Figure 1. Placed standard cells.
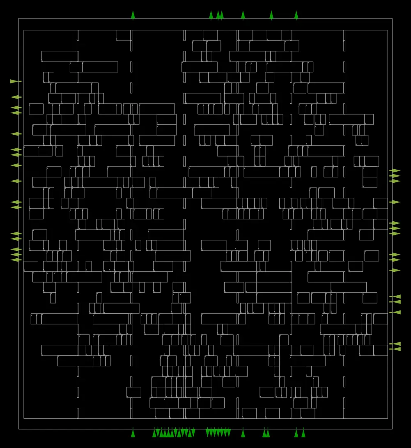
Figure 2. M3 wires.
Bar = 20 microns.
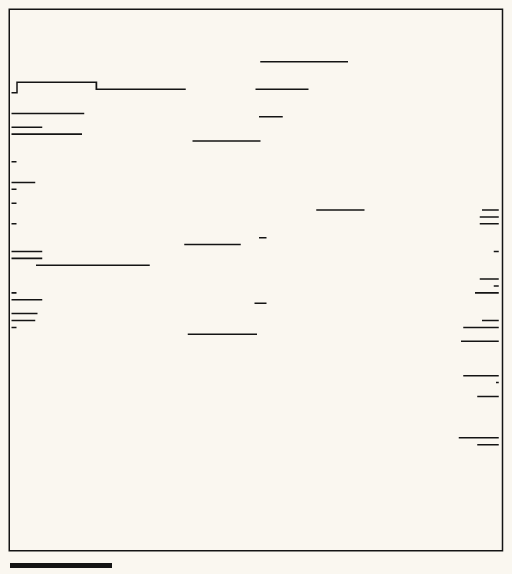
Figure 3. Logic cells by family.
Bar = 20 microns.
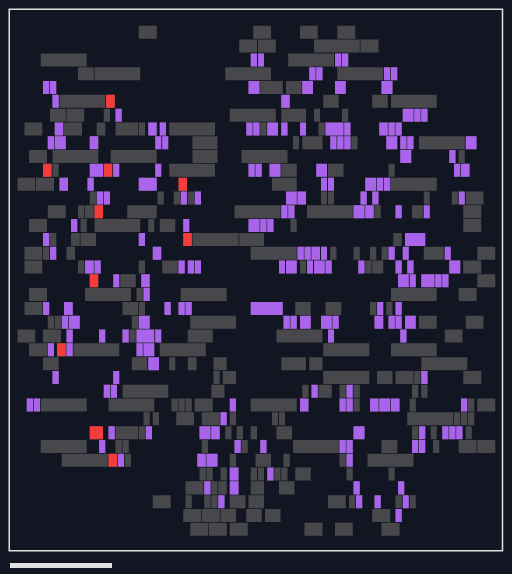
==> src/rtl/mips_pipe_control.sv <==
// Pipeline control for the 4-stage MIPS datapath (IF, ID, EX, MEM/WB).
// Decodes the ID-stage opcode into the ID/EX control word, inserts a bubble
// on a load-use hazard, squashes younger slots after a taken branch resolves
// in MEM, and keeps saturating stall/flush event counters.
//
// Control word layout:
//   [8] RegDst  [7] Branch  [6] MemRead  [5] MemToReg  [4] MemWrite
//   [3] RegWrite  [2] ALUSrc  [1:0] ALUOp
module mips_pipe_control #(
  parameter int unsigned FLUSH_DEPTH = 3,
  parameter int unsigned CNT_W       = 16
) (
  input  logic             clk,
  input  logic             reset,
  input  logic [5:0]       opcode,
  input  logic [4:0]       id_rs,
  input  logic [4:0]       id_rt,
  input  logic             branch_taken,
  output logic [8:0]       control,
  output logic             stall,
  output logic             flush,
  output logic             illegal_op,
  output logic [CNT_W-1:0] stall_count,
  output logic [CNT_W-1:0] flush_count
);

  localparam int unsigned FcntW = (FLUSH_DEPTH > 1) ? $clog2(FLUSH_DEPTH) : 1;
  localparam logic [FcntW-1:0] FcntInit = FcntW'(FLUSH_DEPTH - 1);

  localparam logic [5:0] OpRtype = 6'h00;
  localparam logic [5:0] OpLw    = 6'h23;
  localparam logic [5:0] OpSw    = 6'h2B;
  localparam logic [5:0] OpBeq   = 6'h04;

  localparam logic [8:0] CtrlRtype = 9'b1_0000_1000;
  localparam logic [8:0] CtrlLw    = 9'b0_0110_1101;
  localparam logic [8:0] CtrlSw    = 9'b0_0001_0110;
  localparam logic [8:0] CtrlBeq   = 9'b0_1000_0011;

  typedef enum logic [0:0] {
    StRun,
    StFlush
  } state_e;

  state_e           state_q, state_d;
  logic [FcntW-1:0] fcnt_q, fcnt_d;
  logic             ex_memread_q, ex_memread_d;
  logic [4:0]       ex_dest_q, ex_dest_d;
  logic [CNT_W-1:0] stall_cnt_q, stall_cnt_d;
  logic [CNT_W-1:0] flush_cnt_q, flush_cnt_d;

  logic [8:0] dec_ctrl;
  logic       dec_legal;
  logic       hazard;

  // Raw opcode decode, before any bubble/squash gating.
  always_comb begin
    dec_ctrl  = '0;
    dec_legal = 1'b1;
    unique case (opcode)
      OpRtype: dec_ctrl = CtrlRtype;
      OpLw:    dec_ctrl = CtrlLw;
      OpSw:    dec_ctrl = CtrlSw;
      OpBeq:   dec_ctrl = CtrlBeq;
      default: dec_legal = 1'b0;
    endcase
  end

  // Load-use hazard: the load now in EX writes a register the ID instruction
  // may read. rt is compared even for non-reading opcodes (conservative).
  always_comb begin
    hazard = (state_q == StRun) && ex_memread_q && (ex_dest_q != 5'd0) &&
             ((ex_dest_q == id_rs) || (ex_dest_q == id_rt));
  end

  // Output decode: stall/flush per state, then gate the issued control word.
  always_comb begin
    stall = 1'b0;
    flush = 1'b0;
    unique case (state_q)
      StRun: begin
        // A taken branch squashes the ID instruction, so no stall is needed.
        flush = branch_taken;
        stall = ~branch_taken & hazard;
      end
      StFlush: flush = 1'b1;
      default: ;
    endcase
    if (reset) begin
      stall = 1'b0;
      flush = 1'b0;
    end
    illegal_op = ~reset & (state_q == StRun) & ~dec_legal;
    control    = (reset | stall | flush | illegal_op) ? 9'd0 : dec_ctrl;
  end

  // Next-state logic for the FSM, hazard tracking and event counters.
  always_comb begin
    state_d      = state_q;
    fcnt_d       = fcnt_q;
    stall_cnt_d  = stall_cnt_q;
    flush_cnt_d  = flush_cnt_q;
    // Track what was actually issued, so a bubble clears the load marker.
    ex_memread_d = control[6];
    ex_dest_d    = id_rt;
    unique case (state_q)
      StRun: begin
        if (branch_taken) begin
          state_d = StFlush;
          fcnt_d  = FcntInit;
          if (flush_cnt_q != {CNT_W{1'b1}}) begin
            flush_cnt_d = flush_cnt_q + CNT_W'(1);
          end
        end else if (hazard) begin
          if (stall_cnt_q != {CNT_W{1'b1}}) begin
            stall_cnt_d = stall_cnt_q + CNT_W'(1);
          end
        end
      end
      StFlush: begin
        // In-flight slots are bubbles, so branch_taken is not looked at here.
        if (fcnt_q == '0) begin
          state_d = StRun;
        end else begin
          fcnt_d = fcnt_q - FcntW'(1);
        end
      end
      default: state_d = StRun;
    endcase
  end

  // State register with asynchronous active-high reset.
  always_ff @(posedge clk or posedge reset) begin
    if (reset) begin
      state_q      <= StRun;
      fcnt_q       <= '0;
      ex_memread_q <= 1'b0;
      ex_dest_q    <= '0;
      stall_cnt_q  <= '0;
      flush_cnt_q  <= '0;
    end else begin
      state_q      <= state_d;
      fcnt_q       <= fcnt_d;
      ex_memread_q <= ex_memread_d;
      ex_dest_q    <= ex_dest_d;
      stall_cnt_q  <= stall_cnt_d;
      flush_cnt_q  <= flush_cnt_d;
    end
  end

  assign stall_count = stall_cnt_q;
  assign flush_count = flush_cnt_q;

endmodule

==> config.mk <==
export PLATFORM = sky130hd
export DESIGN_NAME = mips_pipe_control
export DESIGN_NICKNAME = d
export VERILOG_FILES = /design/src/rtl/mips_pipe_control.sv
export SDC_FILE = /design/constraint.sdc
export NUM_CORES = 1
export LEC_CHECK = 0
export ABC_AREA = 1
export CAP_MARGIN = 20
export CELL_PAD_IN_SITES_DETAIL_PLACEMENT = 0
export CELL_PAD_IN_SITES_GLOBAL_PLACEMENT = 2
export CORE_ASPECT_RATIO = 1.1
export CORE_MARGIN = 1
export CORE_UTILIZATION = 27
export DETAILED_ROUTE_END_ITERATION = 6
export HOLD_SLACK_MARGIN = 0.06
export PLACE_DENSITY = 0.8
export SETUP_SLACK_MARGIN = 0.1
export SYNTH_ARGS = -nofsm -noshare
export SYNTH_HDL_FRONTEND = slang
export SYNTH_SLANG_ARGS = --single-unit
==> constraint.sdc <==
create_clock -name clk -period 3.07 [get_ports clk]
set_clock_uncertainty 0.05 [all_clocks]
set_input_delay 0.4605 -clock clk [delete_from_list [all_inputs] [get_ports clk]]
set_output_delay 0.4605 -clock clk [all_outputs]
set_load 0.03 [all_outputs]
==> impl_metrics.env <==
# yosys + openroad results
export IMPL_synthesis_nets=409
export IMPL_grt_met2_usage=0.249
export IMPL_grt_overflow=0
export IMPL_ys_cells=387
export IMPL_cts_setup_buffers=0
export IMPL_cts_root_buf="clkbuf_8"
export IMPL_clockBufferDepth=2
export IMPL_syn_avg_cell_area_sq_um=6.91
export IMPL_met3WireLength_microns=267
export IMPL_finalCritPeriodShare=0.907
export IMPL_peakVddDrop_mv=0.216
export IMPL_fp_util=0.282
export IMPL_vias=2599
export IMPL_seq_share=0.293
export IMPL_portBuffers=62
export IMPL_holdPathStages=2
export IMPL_arrival_ps=2280
export IMPL_largestClassByArea="combinational gates"
export IMPL_die_area_sq_um=10300
export IMPL_track_usage=0.146
export IMPL_crit_start="opcode[5]"
export IMPL_period_minus_slack_ps=2790
export IMPL_status="complete, no violations"
export IMPL_ant_nets=0
export IMPL_setup_worst_path_start_class="primary input"
export IMPL_hp_start="fcnt_q[1]$_DFFE_PP0P_"
export IMPL_clkTransAtPathRegs_ps=80
export IMPL_most_common_layout_cells="nand2_1 (139), clkdlybuf4s50_1 (52), nor2_1 (50), inv_1 (41), dfrtp_1 (41)"
export IMPL_worst_slew_pin_slew_ps=558
export IMPL_slowest_delay_ps=480
export IMPL_top_cells_by_area="dfrtp_1 (38%), nand2_1 (20%), nor2_1 (7.0%)"
export IMPL_synthArstFlopShare=1.00
export IMPL_buffers_excl_clock=66
export IMPL_pre_cts_ws_ps=-14.2
export IMPL_crit_top_cell="nor2_1"
export IMPL_slew_headroom=0.628
export IMPL_slew_violations=0
export IMPL_critPathCaptureType="output pin"
export IMPL_ys_sh_simple=0.437
export IMPL_cts_buffers=5
export IMPL_timing_final_ws_setup_ps=284
export IMPL_fillers=1012
export IMPL_r2r_end="flush_count[3]$_DFFE_PP0P_"
Back to the opening pictures, Figure 1:
final core utilization: 0.370
core area: 9490 sq um

Back to the opening pictures, Figure 2:
share of all routed wire	3.8%
nets with wire on the layer	36
main direction	horizontal
wire length on this layer	267 microns
longest straight run	22.1 microns

Back to the opening pictures, Figure 3:
colour	family	cells	most used
red	aoi and oai cells	10	o21ai_1
purple	nand cells	199	nand2_1
Comb area share: 0.404
commonest non-fill, non-tap cell in the layout: nand2_1
non-filler cells, final: 570

-- power breakdown --
group / leakage (nW) / internal, mW / switching, mW / total [mW]
Combinational: 1.08 / 0.206 / 0.331 / 0.538
Sequential: 0.546 / 0.613 / 0.0869 / 0.700
Clock: 0.0542 / 0.204 / 0.199 / 0.402
Total: 1.68 / 1.02 / 0.617 / 1.64
-- what timing repair did --
action / in CTS / in global routing
endpoints found under the setup margin: 9 / 0
resized: 9 / 0
hold endpoints to repair: 0 / 0
-- cells in the mapped netlist (2+ instances only) --
master and n:
nand2_2 3, o21ai_0 2, buf_2 3, dfrtp_1 41, nor2_1 50, o21ai_1 7, xnor2_1 10, inv_2 5
buf_6 2, xor2_1 8, nand3b_1 2, nand4_1 28, ha_1 3, nand3_1 22, inv_1 42, nand2_1 139
nor2_4 2, nor3_1 6, buf_4 2, nand3_2 3
-- per-stage QoR --
step | hold slack (ps) | cells | setup TNS, ps | area (sq um) | power, mW
after floorplan | 400 | 387 | 0 | 2680 | 1.05
after global placement | 435 | 562 | 0 | 3420 | 1.25
after detailed placement | 457 | 562 | -27.3 | 3420 | 1.25
after CTS | 475 | 570 | 0 | 3510 | 1.67
after global routing | 522 | 570 | 0 | 3510 | 1.76
final | 466 | 570 | 0 | 3510 | 1.64
-- how the worst max path moves through the flow --
| stage | depth (start not counted) | endpoint | slack, ps |
|---|---|---|---|
| 3_3_place_gp | 9 | control[5] | 70 |
| 5_1_grt | 9 | control[5] | 110 |
| 4_1_cts | 9 | control[5] | 280 |
| 6_report | 9 | control[5] | 280 |
| 3_5_place_dp | 9 | control[5] | -10 |
| 2_1_floorplan | 6 | control[6] | 540 |
-- registers in the layout, indices dropped and copies added (netlist names) --
register and cells:
flush_count 16, stall_count 16, fcnt_q 2, ex_memread_q 1, state_q 1, ex_dest_q 5
No activity file was given, so power comes from the tool's default toggle rates.
